**config.mk**
```make
export PLATFORM = sky130hd
export DESIGN_NAME = wb_regfile_flat
export DESIGN_NICKNAME = d
export VERILOG_FILES = /design/src/rtl/wb_regfile_if.sv /design/src/rtl/wb_regfile.sv /design/src/flat_wrapper.sv
export SDC_FILE = /design/constraint.sdc
export NUM_CORES = 2
export LEC_CHECK = 0
export CELL_PAD_IN_SITES_DETAIL_PLACEMENT = 1
export CELL_PAD_IN_SITES_GLOBAL_PLACEMENT = 1
export CORE_ASPECT_RATIO = 0.8
export CORE_UTILIZATION = 50
export DETAILED_ROUTE_END_ITERATION = 6
export PLACE_DENSITY = 0.81
export SETUP_SLACK_MARGIN = 0.4
export SYNTH_ARGS = -nofsm -noshare
export SYNTH_HDL_FRONTEND = slang
export SYNTH_SLANG_ARGS = --single-unit
```
**constraint.sdc**
```tcl
create_clock -name clk -period 5.78 [get_ports clk]
set_input_delay 1.156 -clock clk [delete_from_list [all_inputs] [get_ports clk]]
set_output_delay 1.156 -clock clk [all_outputs]
set_load 0.1 [all_outputs]
```
**src/rtl/wb_regfile_if.sv**
```systemverilog
// rtl/wb_regfile_if.sv - writeback bundle, read ports and debug bus for wb_regfile
interface wb_regfile_if #(
    parameter int XLEN = 32
);
    logic [XLEN-1:0] MemReadData_in;
    logic [XLEN-1:0] ALUResult_in;
    logic            MemtoReg_in;
    logic            RegWrite_in;
    logic [4:0]      rd_in;
    logic [4:0]      rs1_addr;
    logic [4:0]      rs2_addr;
    logic [4:0]      dbg_addr;
    logic [XLEN-1:0] rs1_data;
    logic [XLEN-1:0] rs2_data;
    logic [XLEN-1:0] dbg_data;
    logic [XLEN-1:0] wb_data;
    logic            wb_we;
    logic [31:0]     commit_count;

    modport slave (
        input  MemReadData_in, ALUResult_in, MemtoReg_in, RegWrite_in, rd_in,
        input  rs1_addr, rs2_addr, dbg_addr,
        output rs1_data, rs2_data, dbg_data, wb_data, wb_we, commit_count
    );

    modport master (
        output MemReadData_in, ALUResult_in, MemtoReg_in, RegWrite_in, rd_in,
        output rs1_addr, rs2_addr, dbg_addr,
        input  rs1_data, rs2_data, dbg_data, wb_data, wb_we, commit_count
    );
endinterface

```
**src/rtl/wb_regfile.sv**
```systemverilog
// rtl/wb_regfile.sv - writeback select, integer register file with write-through bypass, commit counter
module wb_regfile #(
    parameter int XLEN   = 32,
    parameter int NREG   = 32,
    parameter int BYPASS = 1
) (
    input  logic         clk,
    input  logic         reset,
    wb_regfile_if.slave  bus
);
    // Entry 0 is never written and is cleared on reset, so it always holds zero;
    // the read ports still force index 0 to zero explicitly.
    logic [XLEN-1:0] r_regs [0:NREG-1];
    logic [31:0]     r_commit_count;

    logic [XLEN-1:0] w_wb_data;
    logic            w_wb_we;
    logic [XLEN-1:0] w_rs1_data;
    logic [XLEN-1:0] w_rs2_data;
    logic [XLEN-1:0] w_dbg_data;

    // Writeback value select and qualified write strobe (reset blocks the strobe)
    always_comb begin
        w_wb_data = bus.MemtoReg_in ? bus.MemReadData_in : bus.ALUResult_in;
        w_wb_we   = reset & bus.RegWrite_in & (bus.rd_in != 5'd0);
    end

    // Register storage: reset clears everything and takes priority over a pending write
    always_ff @(posedge clk) begin
        if (!reset) begin
            for (int i = 0; i < NREG; i++) begin
                r_regs[i] <= '0;
            end
        end else if (w_wb_we) begin
            r_regs[bus.rd_in] <= w_wb_data;
        end
    end

    // Retired-write counter, free-running wrap
    always_ff @(posedge clk) begin
        if (!reset) begin
            r_commit_count <= '0;
        end else if (w_wb_we) begin
            r_commit_count <= r_commit_count + 32'd1;
        end
    end

    // Read port 1: x0 is zero, a same-cycle write to the same index is forwarded
    always_comb begin
        w_rs1_data = r_regs[bus.rs1_addr];
        if (bus.rs1_addr == 5'd0) begin
            w_rs1_data = '0;
        end else if ((BYPASS != 0) && w_wb_we && (bus.rd_in == bus.rs1_addr)) begin
            w_rs1_data = w_wb_data;
        end
    end

    // Read port 2: same rules as port 1, independent so both may forward at once
    always_comb begin
        w_rs2_data = r_regs[bus.rs2_addr];
        if (bus.rs2_addr == 5'd0) begin
            w_rs2_data = '0;
        end else if ((BYPASS != 0) && w_wb_we && (bus.rd_in == bus.rs2_addr)) begin
            w_rs2_data = w_wb_data;
        end
    end

    // Debug port shows committed state only, never the in-flight write
    always_comb begin
        w_dbg_data = r_regs[bus.dbg_addr];
        if (bus.dbg_addr == 5'd0) begin
            w_dbg_data = '0;
        end
    end

    assign bus.wb_data      = w_wb_data;
    assign bus.wb_we        = w_wb_we;
    assign bus.rs1_data     = w_rs1_data;
    assign bus.rs2_data     = w_rs2_data;
    assign bus.dbg_data     = w_dbg_data;
    assign bus.commit_count = r_commit_count;
endmodule

```
**src/flat_wrapper.sv**
```systemverilog
// flat-port wrapper written by rule: the top's interface ports become plain ports
module wb_regfile_flat 
#(
    parameter int XLEN   = 32,
    parameter int NREG   = 32,
    parameter int BYPASS = 1
)
  (clk, reset, bus_MemReadData_in, bus_ALUResult_in, bus_MemtoReg_in, bus_RegWrite_in, bus_rd_in, bus_rs1_addr, bus_rs2_addr, bus_dbg_addr, bus_rs1_data, bus_rs2_data, bus_dbg_data, bus_wb_data, bus_wb_we, bus_commit_count);
  wb_regfile_if #(.XLEN(XLEN)) bus_i ();
  input  logic clk;
  input  logic reset;
  input wire logic [$bits(bus_i.MemReadData_in)-1:0] bus_MemReadData_in;
  input wire logic [$bits(bus_i.ALUResult_in)-1:0] bus_ALUResult_in;
  input wire logic [$bits(bus_i.MemtoReg_in)-1:0] bus_MemtoReg_in;
  input wire logic [$bits(bus_i.RegWrite_in)-1:0] bus_RegWrite_in;
  input wire logic [$bits(bus_i.rd_in)-1:0] bus_rd_in;
  input wire logic [$bits(bus_i.rs1_addr)-1:0] bus_rs1_addr;
  input wire logic [$bits(bus_i.rs2_addr)-1:0] bus_rs2_addr;
  input wire logic [$bits(bus_i.dbg_addr)-1:0] bus_dbg_addr;
  output wire logic [$bits(bus_i.rs1_data)-1:0] bus_rs1_data;
  output wire logic [$bits(bus_i.rs2_data)-1:0] bus_rs2_data;
  output wire logic [$bits(bus_i.dbg_data)-1:0] bus_dbg_data;
  output wire logic [$bits(bus_i.wb_data)-1:0] bus_wb_data;
  output wire logic [$bits(bus_i.wb_we)-1:0] bus_wb_we;
  output wire logic [$bits(bus_i.commit_count)-1:0] bus_commit_count;
  assign bus_i.MemReadData_in = bus_MemReadData_in;
  assign bus_i.ALUResult_in = bus_ALUResult_in;
  assign bus_i.MemtoReg_in = bus_MemtoReg_in;
  assign bus_i.RegWrite_in = bus_RegWrite_in;
  assign bus_i.rd_in = bus_rd_in;
  assign bus_i.rs1_addr = bus_rs1_addr;
  assign bus_i.rs2_addr = bus_rs2_addr;
  assign bus_i.dbg_addr = bus_dbg_addr;
  assign bus_rs1_data = bus_i.rs1_data;
  assign bus_rs2_data = bus_i.rs2_data;
  assign bus_dbg_data = bus_i.dbg_data;
  assign bus_wb_data = bus_i.wb_data;
  assign bus_wb_we = bus_i.wb_we;
  assign bus_commit_count = bus_i.commit_count;
  wb_regfile #(.XLEN(XLEN), .NREG(NREG), .BYPASS(BYPASS)) u_core (.clk(clk), .reset(reset), .bus(bus_i));
endmodule
```
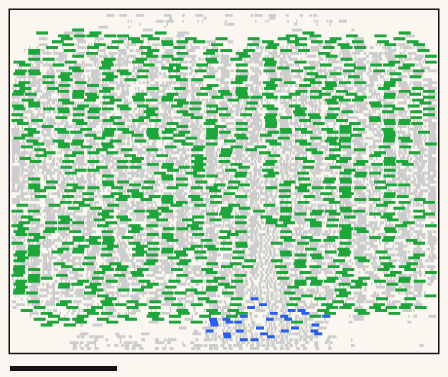
Fig. 1. Where the registers sit.
Scale bar: 100 um. Other cells in grey.
netlist name	colour	sequential cells	where
`u_core.r_regs`	green	1024	all over the die
`u_core.bus.commit_count`	blue	32	bottom middle

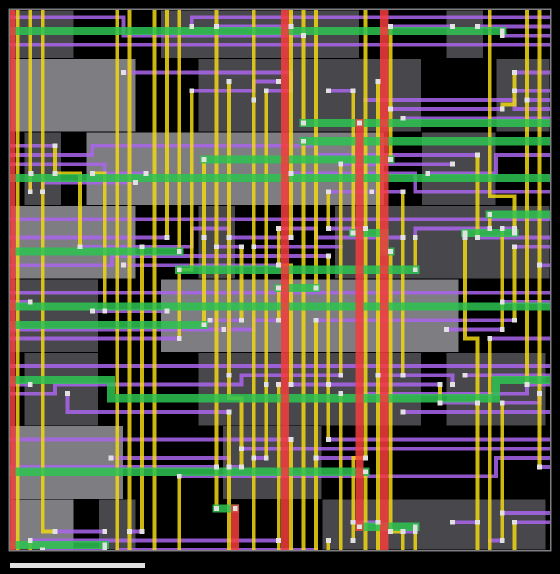
Fig. 2. Zoomed window.
Scale bar: 5 um. Region (189, 213) to (209, 233) um. Cells in grey, sequential cells in the stronger grey; small squares are vias.
layer	colour
M3	green
M4	red
M2	yellow
M1	purple
most frequent	mux4_2 (4), nor2_1 (4)
cells with their middle in the window	15
netlist names of flops here include	`u_core.r_regs` (2)
sequential cells in the window	2

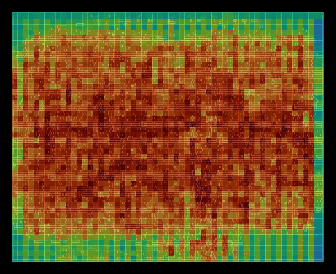
Fig. 3. Routing congestion map.
met2 usage: 62.4%
utilization after layout: 59.0%
GR Layer Usage met3: 20.7%
GRT met1 Usage: 54.3%
gr busiest metal: met2

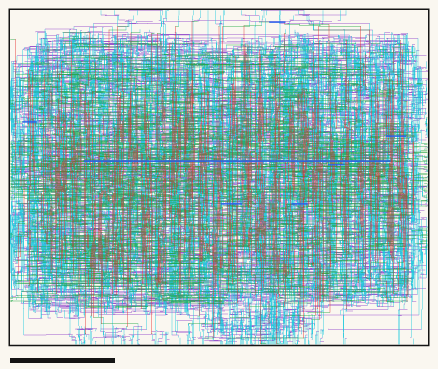
Fig. 4. Wiring by layer.
Scale bar: 100 um.
layer	colour	wire length
M1	purple	86.4 mm
M4	red	27.7 mm
M5	blue	380 um
M2	cyan	120 mm
M3	green	51.5 mm
DR WL/cell: 45.8 um
All-Layer GR Usage: 44.9%
total wire length: 286000 um
vias: 50100

==> run summary <==
From the run reports.

- The run finished with clean final reports.
- The script reports the combined buffer and inverter count of the critical path as 4.
- In this run, the combinational gates consume 24.3% of the power.
- Per the synthesis report, the number of distinct cell types is 63.
- The remaining number of nets flagged by the antenna check after routing reads 0.
- The internal power summed over all cells reads between 10000 and 15000 uW.
- Looking at the cell usage after synthesis, the top flip-flop cell is edfxtp_1.
- Before placement the cells fill between 50% and 60% of the core.
- Yosys reports that the most numerous cell types are 1105 x nor2_1, 1024 x edfxtp_1, 829 x mux4_2.
- Measured in cells, the most critical reg-to-reg path has a length of 6.
- The logic depth of the worst path, buffers included reads 10.
- The pin count of the biggest net entering global routing is between 80 and 90.
- The most frequently used cell type in the post-synthesis netlist reads nor2_1.
- The clock passes through at most 3 buffers.
- The I/O pin count is roughly 250.
- The final-report hold violation count reads 0.
- The simple-gate share of the synthesized area reads ~8.5%.
- The number of sequential storage elements reads between 1000 and 1500.
- After synthesis, the share of cell area in mux cells is 33.4%.
- The source-to-sink clock delay at the later pin of the worst-skew pair reads approximately 0.76 ns.
- Clock tree synthesis selected as its root buffer the cell clkbuf_16.
- The top layer reached by signal wires is met5.
- The report shows a maximum critical-path fanout of 30.
- The kind of start point of the critical path is an input pin.
- The violation count after the first detailed-routing iteration reads roughly 9700.
- The total number of multi-input combinational cells reads between 2000 and 3000.
- The count of cells resized by post-cts repair is 6.
- The fraction of final layout cells sized beyond drive strength 1 is between 30% and 40%.
- The leakage power reads around 0.025 uW.
- Across the run, the number of max-cap violations was 0.
- The sequential share of power is 42.5%.
- The clock buffer count from CTS is 109.
- Clock-pin slew was measured on the worst setup and hold paths at 0.06 ns.
- The synthesized area per cell is roughly 15 um2.
- The final estimated routing congestion in global placement is 0.959.
- The worst hold path depth reads 1.
- The worst-case hold path end point reads u_core.bus.commit_count[31].
- The H-tree depth reported by CTS reads 3.
- The worst endpoint required time is 4.62 ns.
- The plain and repair buffers instantiated in the layout total a little over 500.
- The signal on the critical path passes through buf_8 -> buf_12 -> buf_4 -> mux2i_1 -> a221oi_1 -> nor2_1 -> o21ai_0 -> a22oi_1 -> o22ai_2 -> buf_12.
- The register with the most flip-flops reads u_core.r_regs.
- The post-synthesis chip area from yosys is roughly 63000 um2.
- The count of standard-cell rows is between 100 and 150.
- Yosys attributes the largest share of cell area to edfxtp_1 49%, mux4_2 30%, nor2_1 6.6%.
- The share of flip-flops with an asynchronous set or reset is 0%.
- Dividing the final minimum period by the clock period gives a little over nine tenths.
- The power attributed to sequential cells is a little over 9000 uW.
- The yosys cell count is between 4000 and 5000.
- The startpoint identified for the worst hold timing path is u_core.bus.commit_count[31].
- The worst hold slack reads about 0.47 ns.
- The register with the most flip-flops in the layout has about 1000 of them.
- Before any placement, the netlist area is recorded as ~63000 um2.
- Clock tree buffers and inverters occupy roughly 4.7% of the routed design's cell area.
- The number of flops mapped to enable cells by yosys reads between 1000 and 1500.
- Per the slew report, the remaining headroom to the max-slew limit stands at 16.0%.
- The area of the multi-input gates is 30000 um2.
- Setup repair after global routing left no endpoint under its margin.
- The most frequent cell on the critical path is buf_12.
- Per the layout area report, the register area comes to around 31000 um2.
- The area growth from synthesis to final layout reads 16.2%.
- The maximum clock rate is 0.183 GHz.
- The area-dominant cell class after layout is sequential cells.
- For reference, full adder, half adder and majority cells occupy less than 1% of the area reported after synthesis.
- The sink count of the clock tree is approximately 1100.
- The buffers inserted during post-CTS setup optimization reads 0.
- The xor and xnor fraction of the mapped netlist area reads less than 1%.
- Among all stages on the critical path, the maximum delay recorded is 0.55 ns.
- The total power consumption of the routed design reads 21600 uW.
- Per the placement report, the placed cell count is 6025.
- The least setup slack across all paths after layout is around 0.32 ns.
- The flip-flop and latch share of the layout cell area reads approximately 43%.
- The end of the worst register-to-register path is u_core.bus.commit_count[16].
- Summed over all combinational cells, the power is around 5200 uW.
- The clock tree buffer count of the final layout reads 140.
- The height of the chip reads 319 um.
- The OpenROAD warning count reads 28.
- The most frequent logic cell in the layout reads nor2_1.
- Looking at the power breakdown, the clock network takes about a third of the total.
- The placed cell area is a little under 70000 um2.
- In this run the worst setup path begins at bus_rs2_addr[0].
- In this run switching power makes up between 30% and 40% of total power.
- The category of the worst setup path capture point reads an output port.
- The share of final layout cell area taken by non-clock buffers reads 8.27%.
- The detailed-routing iteration count for the pre-antenna-repair pass is 6.
- The warning count from the yosys run reads 0.
- The number of non-clock inverters reads approximately 42.
- The cell count after synthesis reads ~4300.
- The detailed router reports a met3 wire length of between 50000 and 60000 um.
- The data arrival at the endpoint of the critical path is ~4.3 ns.
- The power per cell area is just under 300 nW/um2.
- The total routed wire length on the met1 layer reads 86400 um.
- The power in the clock group is approximately 7200 uW.
- The flow inserted ~1600 tap cells.
- The setup slack at placement is 0.164 ns.
- The worst register-to-register path begins at u_core.bus.commit_count[3].
- The number of hold-repair buffers added at the cts stage is 0.
- The worst VDD IR drop from the latest analysis is between 0.2 and 0.3 mV.
- The setup TNS after final layout is 0 ns.
- Setup violations remaining at the end of the flow were counted as 0.
- The via density per instance reads ~8.
- Input and output buffers added on the ports amount to ~250.
- The synthesized design spends more area on one cell type than any other, namely edfxtp_1.
- The total overflow left after global routing is 0.
- For the completed layout, the total cell area is recorded as roughly 73000 um2.
- Yosys reports that the leading cell type by area covers between 40% and 50% of the netlist area.
- The wire-length estimate of the detail-placed layout is between 150000 and 200000 um.
- The dominant combinational cell family by area after synthesis reads multiplexers.
- The via count of the first global-routing pass is roughly 50000.
Power and IR drop assume default switching activity.
